`src/rtl/blackjack_pkg.sv`:
```
// Shared blackjack definitions: card rank constants, hand limits, the
// dealer FSM state encoding, its debug view, and small hand arithmetic helpers.
package blackjack_pkg;

  localparam logic [3:0] RANK_ACE      = 4'd1;
  localparam logic [3:0] RANK_TEN      = 4'd10;
  localparam logic [3:0] RANK_KING     = 4'd13;
  localparam logic [4:0] BLACKJACK_VAL = 5'd21;

  typedef enum logic [2:0] {
    IDLE  = 3'd0,
    CHECK = 3'd1,
    REQ   = 3'd2,
    ADD   = 3'd3,
    DONE  = 3'd4
  } dealer_state_e;

  // Debug view of the dealer controller: registered state plus a bust flag.
  typedef struct packed {
    dealer_state_e state;
    logic          bust;
  } dealer_dbg_t;

  // Hard total plus one card. The reachable maximum is 26, but a long run of
  // opening loads could exceed 5 bits, so the sum clamps instead of wrapping.
  function automatic logic [4:0] sat_add5(input logic [4:0] a, input logic [3:0] b);
    logic [5:0] s;
    s = {1'b0, a} + {2'b0, b};
    return s[5] ? 5'd31 : s[4:0];
  endfunction

  // Best value: one ace promoted to 11 when that does not bust the hand.
  function automatic logic [4:0] best_value(input logic [4:0] hard, input logic ace);
    return (ace && (hard <= 5'd11)) ? (hard + 5'd10) : hard;
  endfunction

  // An ace counted as 11 makes the hand soft.
  function automatic logic is_soft(input logic [4:0] hard, input logic ace);
    return ace && (hard <= 5'd11);
  endfunction

endpackage

```
`src/rtl/dealer_controller_if.sv`:
```
// Dealer-turn bus: start/busy/done handshake with the state controller, the
// opening-card load from the deal controller, the card-source draw handshake
// and the hand-value outputs.
//
// Handshake rules:
//   - dealerStart is a one-cycle pulse, only honoured while the dealer is idle.
//   - dealerOn stays high for the whole turn.
//   - dealerDone pulses for one cycle at the end of the turn.
//   - cardReq is a level held high until a card arrives.
//   - A card transfers on the rising edge where cardReq && cardValid; cardValid
//     without cardReq is ignored.
//   - loadValid transfers loadRank on any rising edge while idle.
interface dealer_controller_if;
  logic       dealerStart;
  logic       dealerOn;
  logic       dealerDone;
  logic       refresh;
  logic       loadValid;
  logic [3:0] loadRank;
  logic       cardReq;
  logic       cardValid;
  logic [3:0] cardRank;
  logic [4:0] dealerHandVal;
  logic       dealerSoft;
  logic [3:0] cardCount;

  // Initiator side: state controller, deal controller and card source.
  modport master (
    output dealerStart, refresh, loadValid, loadRank, cardValid, cardRank,
    input  dealerOn, dealerDone, cardReq, dealerHandVal, dealerSoft, cardCount
  );

  // Responder side: the dealer controller itself.
  modport slave (
    input  dealerStart, refresh, loadValid, loadRank, cardValid, cardRank,
    output dealerOn, dealerDone, cardReq, dealerHandVal, dealerSoft, cardCount
  );
endinterface

```
`src/rtl/dealer_controller_card_points.sv`:
```
// card_points: maps a 4-bit card rank to its hard point value. Ace counts 1,
// 2..10 count face value, and court cards plus unused codes count 10.
module card_points
  import blackjack_pkg::*;
(
  input  logic [3:0] rank,
  output logic [3:0] points
);

  // Out-of-range codes (0, 14, 15) fall through to the 10-point default.
  always_comb begin
    points = 4'd10;
    if ((rank >= RANK_ACE) && (rank <= RANK_KING)) begin
      points = (rank > RANK_TEN) ? 4'd10 : rank;
    end
  end

endmodule

```
`src/rtl/dealer_controller.sv`:
```
// dealer_controller: plays the dealer turn. Opening cards load while idle; a
// dealerStart pulse runs CHECK/REQ/ADD until the best value reaches STAND_VAL,
// then DONE pulses and the controller returns to idle.
// Optional build macro DEALER_HIT_SOFT17_EN makes the dealer hit a soft 17;
// without it the dealer stands on every value >= STAND_VAL.
module dealer_controller
  import blackjack_pkg::*;
#(
  parameter int STAND_VAL = 17,
  parameter int MAX_CARDS = 15
) (
  input  logic                Clock,
  input  logic                ResetN,
  dealer_controller_if.slave  bus,
  output dealer_dbg_t         dbg
);

  localparam logic [5:0] STAND_V = 6'(STAND_VAL);
  localparam logic [3:0] MAX_C   = 4'(MAX_CARDS);

  dealer_state_e stateQ;
  dealer_state_e stateD;

  logic [4:0] hardTotal;
  logic       hasAce;
  logic [3:0] cardCountQ;
  logic [3:0] latchRank;

  logic [3:0] loadPoints;
  logic [3:0] drawPoints;
  logic       addEn;
  logic [3:0] addPoints;
  logic       addIsAce;
  logic [4:0] addSum;

  logic [4:0] handVal;
  logic       handSoft;
  logic       atStand;
  logic       standNow;

  logic       onD;
  logic       reqD;
  logic       doneD;

  card_points uLoadPoints (
    .rank   (bus.loadRank),
    .points (loadPoints)
  );

  card_points uDrawPoints (
    .rank   (latchRank),
    .points (drawPoints)
  );

  // Best hand value, soft flag and the stand decision used in CHECK.
  always_comb begin
    handVal  = best_value(hardTotal, hasAce);
    handSoft = is_soft(hardTotal, hasAce);
    atStand  = ({1'b0, handVal} >= STAND_V);
`ifdef DEALER_HIT_SOFT17_EN
    standNow = atStand && !(handSoft && (handVal == 5'd17));
`else
    standNow = atStand;
`endif
  end

  // Select which card, if any, joins the hand this cycle: an opening load
  // while idle, or the latched draw in ADD.
  always_comb begin
    addEn     = 1'b0;
    addPoints = 4'd0;
    addIsAce  = 1'b0;
    if ((stateQ == IDLE) && bus.loadValid) begin
      addEn     = 1'b1;
      addPoints = loadPoints;
      addIsAce  = (bus.loadRank == RANK_ACE);
    end else if (stateQ == ADD) begin
      addEn     = 1'b1;
      addPoints = drawPoints;
      addIsAce  = (latchRank == RANK_ACE);
    end
    addSum = sat_add5(hardTotal, addPoints);
  end

  // FSM state register.
  always_ff @(posedge Clock) begin
    if (!ResetN) begin
      stateQ <= IDLE;
    end else begin
      stateQ <= stateD;
    end
  end

  // FSM next state and Moore outputs; refresh overrides every transition.
  always_comb begin
    stateD = stateQ;
    onD    = 1'b0;
    reqD   = 1'b0;
    doneD  = 1'b0;
    case (stateQ)
      IDLE: begin
        if (bus.dealerStart) stateD = CHECK;
      end
      CHECK: begin
        onD    = 1'b1;
        stateD = standNow ? DONE : REQ;
      end
      REQ: begin
        onD  = 1'b1;
        reqD = 1'b1;
        if (bus.cardValid) stateD = ADD;
      end
      ADD: begin
        onD    = 1'b1;
        stateD = CHECK;
      end
      DONE: begin
        doneD  = 1'b1;
        stateD = IDLE;
      end
      default: stateD = IDLE;
    endcase
    if (bus.refresh) stateD = IDLE;
  end

  // Hand registers and draw latch; refresh clears them like reset does.
  always_ff @(posedge Clock) begin
    if (!ResetN || bus.refresh) begin
      hardTotal  <= 5'd0;
      hasAce     <= 1'b0;
      cardCountQ <= 4'd0;
      latchRank  <= 4'd0;
    end else begin
      if (addEn) begin
        hardTotal <= addSum;
        hasAce    <= hasAce | addIsAce;
        if (cardCountQ < MAX_C) cardCountQ <= cardCountQ + 4'd1;
      end
      if ((stateQ == REQ) && bus.cardValid) latchRank <= bus.cardRank;
    end
  end

  assign bus.dealerOn      = onD;
  assign bus.cardReq       = reqD;
  assign bus.dealerDone    = doneD;
  assign bus.dealerHandVal = handVal;
  assign bus.dealerSoft    = handSoft;
  assign bus.cardCount     = cardCountQ;

  assign dbg.state = stateQ;
  assign dbg.bust  = (handVal > BLACKJACK_VAL);

endmodule

```
`src/flat_wrapper.sv`:
```
// flat-port wrapper written by rule: the top's interface ports become plain ports
module dealer_controller_flat import blackjack_pkg::*;
#(
  parameter int STAND_VAL = 17,
  parameter int MAX_CARDS = 15
)
  (Clock, ResetN, dbg, bus_dealerStart, bus_refresh, bus_loadValid, bus_loadRank, bus_cardValid, bus_cardRank, bus_dealerOn, bus_dealerDone, bus_cardReq, bus_dealerHandVal, bus_dealerSoft, bus_cardCount);
  dealer_controller_if bus_i ();
  input  logic Clock;
  input  logic ResetN;
  output dealer_dbg_t dbg;
  input wire logic [$bits(bus_i.dealerStart)-1:0] bus_dealerStart;
  input wire logic [$bits(bus_i.refresh)-1:0] bus_refresh;
  input wire logic [$bits(bus_i.loadValid)-1:0] bus_loadValid;
  input wire logic [$bits(bus_i.loadRank)-1:0] bus_loadRank;
  input wire logic [$bits(bus_i.cardValid)-1:0] bus_cardValid;
  input wire logic [$bits(bus_i.cardRank)-1:0] bus_cardRank;
  output wire logic [$bits(bus_i.dealerOn)-1:0] bus_dealerOn;
  output wire logic [$bits(bus_i.dealerDone)-1:0] bus_dealerDone;
  output wire logic [$bits(bus_i.cardReq)-1:0] bus_cardReq;
  output wire logic [$bits(bus_i.dealerHandVal)-1:0] bus_dealerHandVal;
  output wire logic [$bits(bus_i.dealerSoft)-1:0] bus_dealerSoft;
  output wire logic [$bits(bus_i.cardCount)-1:0] bus_cardCount;
  assign bus_i.dealerStart = bus_dealerStart;
  assign bus_i.refresh = bus_refresh;
  assign bus_i.loadValid = bus_loadValid;
  assign bus_i.loadRank = bus_loadRank;
  assign bus_i.cardValid = bus_cardValid;
  assign bus_i.cardRank = bus_cardRank;
  assign bus_dealerOn = bus_i.dealerOn;
  assign bus_dealerDone = bus_i.dealerDone;
  assign bus_cardReq = bus_i.cardReq;
  assign bus_dealerHandVal = bus_i.dealerHandVal;
  assign bus_dealerSoft = bus_i.dealerSoft;
  assign bus_cardCount = bus_i.cardCount;
  dealer_controller #(.STAND_VAL(STAND_VAL), .MAX_CARDS(MAX_CARDS)) u_core (.Clock(Clock), .ResetN(ResetN), .bus(bus_i), .dbg(dbg));
endmodule
```
`config.mk`:
```
export PLATFORM = sky130hd
export DESIGN_NAME = dealer_controller_flat
export DESIGN_NICKNAME = d
export VERILOG_FILES = /design/src/rtl/blackjack_pkg.sv /design/src/rtl/dealer_controller_if.sv /design/src/rtl/dealer_controller_card_points.sv /design/src/rtl/dealer_controller.sv /design/src/flat_wrapper.sv
export SDC_FILE = /design/constraint.sdc
export NUM_CORES = 1
export LEC_CHECK = 0
export CORE_ASPECT_RATIO = 1.2
export CORE_MARGIN = 3
export CORE_UTILIZATION = 47
export DETAILED_ROUTE_END_ITERATION = 6
export PLACE_DENSITY = 0.8
export SLEW_MARGIN = 20
export SYNTH_ARGS = -nofsm -noshare
export SYNTH_HDL_FRONTEND = slang
export SYNTH_SLANG_ARGS = --single-unit
```
`constraint.sdc`:
```
create_clock -name Clock -period 4 [get_ports Clock]
set_input_delay 0.8 -clock Clock [delete_from_list [all_inputs] [get_ports Clock]]
set_output_delay 0.8 -clock Clock [all_outputs]
set_load 0.02 [all_outputs]
```
Fig. 1: clock wires, drivers and flops
(4 px per um)
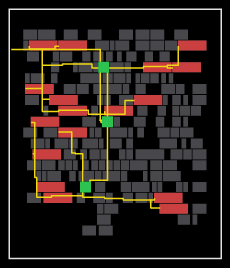
[cells driving clock nets] green | count: 3
[flip-flops] red | count: 17
[clock wires] yellow | length: 262 um
routed clock nets: 4
flops lie: spread over the die

Fig. 2: register map, names as in the netlist
(8 px per um) Other sequential cells in the stronger grey, the rest of the logic in the fainter grey.
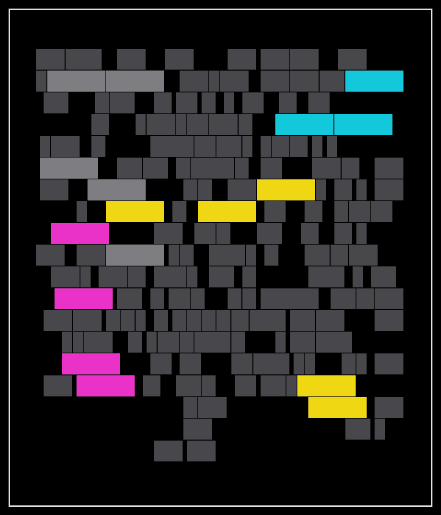
| signal | colour | placed flops |
|---|---|---|
| `u_core.hardTotal` | yellow | 5 |
| `u_core.stateQ` | cyan | 3 |
| `u_core.latchRank` | magenta | 4 |
not coloured: 5

Fig. 3: close-up of the layout
Region (29, 5) to (49, 25) um. Cells in grey, sequential cells in the stronger grey; small squares are vias.
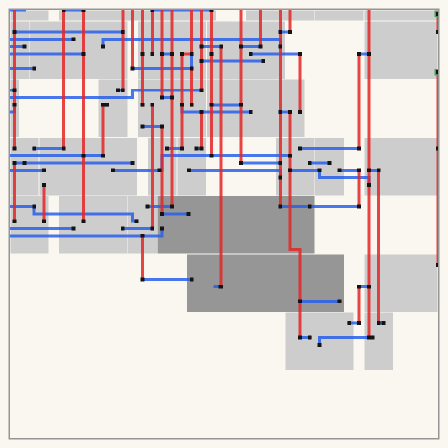
| layer | colour |
|---|---|
| met2 | red |
| met3 | green |
| met1 | blue |
netlist names of flops here include: `u_core.hardTotal` (2)
cells with their middle in the window: 21
sequential cells in the window: 2
most frequent: inv_1 (5), ha_1 (3), clkdlybuf4s50_1 (3)

==> out/metrics.yaml <==
grt:
  track_usage_pct: 18.80
  grt_first_pass_wirelength_um: 4547
  grt_pass1_vias: 1069
  overflow: 0
  grt_max_degree: 14
  antenna_found_initial: 0
clock_tree:
  cts.htree.levels: 1
  insertion_delay_ps: 310
  cts_root_buf: "clkbuf_4"
  clkTransAtPathRegs_ps: 100
  cts.repair.resized: 0
  cts_sinks: 17
  tritoncts: "built"
  cts_buffer_depth: 2
  cts_buffers: 3
  ctsHoldBuffers: 0
  post_cts.repair.setup_buffers: 0
final_layout:
  nFillCells: 215
  nets: 197
  antennaDiodeCount: 0
  seq_area_um2: 340.3
  area_growth_pct: 25.33
  layout-drive-gt1-share_pct: 4.598
  final_cell_count_no_fill: 205
  final-comb-area_um2: 790.8
synth:
  logic_family: "AND-OR/OR-AND gates"
  ys_sh_mux_pct: 5.005
  synthesis.instances: 149
  synth_top_cell_by_count: "dfxtp_1"
  flop_cell: "dfxtp_1"
  synth_nets: 171
  yosys-top-cells-area: "dfxtp_1 (28%), ha_1 (7.2%), o21ai_0 (5.3%)"
  top_area_cell: "dfxtp_1"
  top_cell_area_share_pct: 27.78
  syn-cell-area_um2: 1225
  enable_flop_cells: 0
  ys_types: 45
  synth_warnings: 0
  yosys_area_um2: 1225
  ys_cells: 149
  adder_share_pct: 8.784
  async_flop_share_pct: 0
  ys_top_cells_by_count: "dfxtp_1 (17), nor2_1 (13), o21ai_0 (13)"
  syn_area_per_cell_um2: 8.221
  ys_sh_xor_pct: 4.290
  simple_gate_share_pct: 22.06
  ys.flops: 17
  synth_seq_share_pct: 27.78
  ys_sh_aoi_pct: 24.41
placed_design:
  hpwlAfterDp_um: 2227
  dp.cells: 201
  place_ws_ps: 654.2
  port_buffers: 30
  routabilityCongestion: 0.8617
drt:
  antenna_left: 0
  vias: 1188
  finalWirelength_um: 2881
  viasPerCell: 5.795
  drc_errors: 0
  dr.pass1.iters: 4
  first_iter_violations: 23
worst_setup_path:
  worstPathArrival_ps: 2870
  cpLargestDelayFamily: "buffers and inverters"
  worst_path_largest_cell_delay_ps: 610
  critPathRequiredTime_ps: 3200
  worst-path-buf-inv: 2
  crit_fanout: 8
  crit_chain: "inv_1 > ha_1 > and4b_1 > or3_1 > a221o_1 > a21boi_1 > clkdlybuf4s50_1"
  r2r_slack_ps: 1390
  worst-setup-path-type: "flop to output port"
  end_kind: "output port"
  worst_setup_path_start_kind: "flop"
  slowest_stage: "clkdlybuf4s50_1"
timing:
  final.min_clock_period_ps: 3665
  setup_violations: 0
  maxSlewViolCount: 0
  rsz0062_at_grt: "false"
  worst_pin_slew_ps: 533.2
  tns_ps: 0
  fmax_mhz: 272.8
  period_used_pct: 91.64
  hold_violations: 0
  setup_ws_ps: 334.6
  clock_skew_ps: 11.53
  relSlewSlack_pct: 64.45
die:
  core_um2: 2377
  rows: 19
  fp-utilization_pct: 51.53
  fp.dieH_um: 61.93
  die_width_um: 52.61
  die_area_um2: 3258
  pin_count: 31
min_path:
  hold_path_class: "flop to flop"
power:
  peakVddDrop_uv: 176.7
  p_leak_nw: 0.5735
  power_density_nw_per_um2: 230.1
flow_run:
  warning_count: 27
  maxCapViolCount: 0
outcome:
  status: "finished, final reports clean"
Fig. 4: metal layers overlaid
(6 px per um)
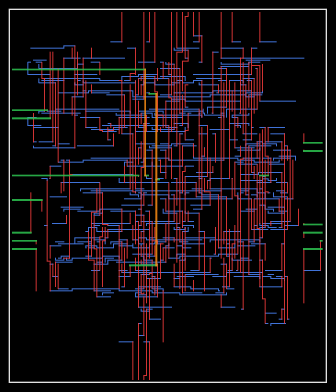
| layer | colour | wire length |
|---|---|---|
| met2 | red | 1520 um |
| met4 | orange | 46.2 um |
| met3 | green | 93.2 um |
| met1 | blue | 1230 um |

Fig. 5: congestion heat map
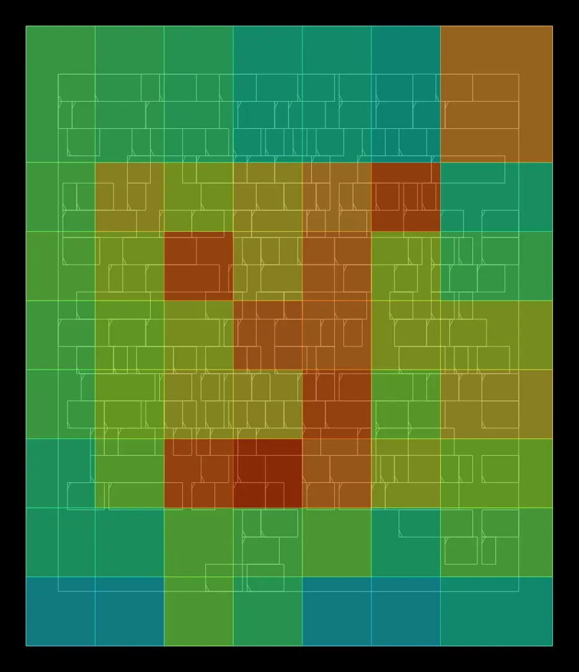
WL/cell: 14.05 um
met3 Track Usage GR: 3.580%
GR peak layer: met2
met1 GRT Util: 20.94%

==> cell usage in the layout, fill, tap and decap left out, drive strengths merged, types with 2 or more instances in the layout <==
master | synthesis | final
a21o | 3 | 3
and2 | 3 | 3
nand2b | 3 | 3
nand2 | 6 | 6
o41ai | 2 | 2
nor2 | 13 | 13
nor3 | 3 | 3
dfxtp | 17 | 17
o31ai | 2 | 2
nor2b | 2 | 2
ha | 7 | 7
o21ai | 13 | 13
mux2i | 5 | 5
a221o | 2 | 2
a21oi | 11 | 11
clkdlybuf4s50 | 0 | 30
nor4b | 3 | 3
or3 | 2 | 2
xor2 | 4 | 4
nand3 | 3 | 3
a221oi | 3 | 3
inv | 10 | 10
xnor2 | 2 | 2
clkbuf | 3 | 3
nor4 | 3 | 3
a211oi | 3 | 3
==> worst reg2reg max path: cells and delay by family (launching register included) <==
family                   cells  cell delay [ps]
flip-flops                   1              430
buffers and inverters        1               70
adder cells (fa/ha/maj)      2              610
AND/OR/NAND/NOR              3              770
AND-OR/OR-AND                4              640
==> final timing paths <==
| path | from | end | cells after the start |
|---|---|---|---|
| hold reg to reg | u_core.hasAce | u_core.hasAce | 2 |
| hold / removal | u_core.hasAce | u_core.hasAce | 2 |
| setup reg to reg | u_core.stateQ[0] | u_core.hardTotal[4] | 10 |
| setup / recovery | u_core.hardTotal[2] | dbg[0] | 7 |
==> cell families (layout without fill, tap and decap cells) <==
kind of cell,Yosys count,in the layout
adder cells (fa/ha/maj),8,8
AND-OR/OR-AND,45,45
multiplexers,6,6
flip-flops,17,17
AND/OR/NAND/NOR,48,48
XOR/XNOR,6,6
buffers and inverters,19,44
==> state kept, by name, summed over array words and instances, names as in the netlist <==
signal / count
u_core.hardTotal: 5
u_core.bus.cardCount: 4
u_core.latchRank: 4
u_core.stateQ: 3
u_core.hasAce: 1
==> area by class of cell <==
type	count	area share [%]
sequential	17	22.17
tap	31	2.526
timing repair buffer	30	19.56
clock inverter	1	0.3260
clock buffer	3	1.467
multi-input combinational	113	51.51
inverter	10	2.445
==> per-layer routing <==
layer / wire length [um] / global-route usage [%]
met5: 0 / 0
met4: 46 / 8.029
met3: 93 / 3.580
met2: 1515 / 34.75
met1: 1226 / 20.94
==> stage by stage <==
step	utilization, %	power [mW]	instance area, um2	hold slack, ps
detailed placement	63.42	0.2578	1508	490.9
CTS	64.58	0.3560	1535	515.0
finish	64.58	0.3533	1535	522.6
global placement	63.42	0.2558	1508	470.5
global route	64.58	0.3679	1535	559.7
floorplan	-	0.2277	1225	437.8
==> power by group <==
group	internal (mW)	leakage (nW)	switching, mW
combinational	0.0375	0.418	0.0363
clock	0.0374	0.0177	0.0614
sequential	0.173	0.138	0.00792
total	0.248	0.573	0.106
Power is estimated from default activity; no workload was simulated.
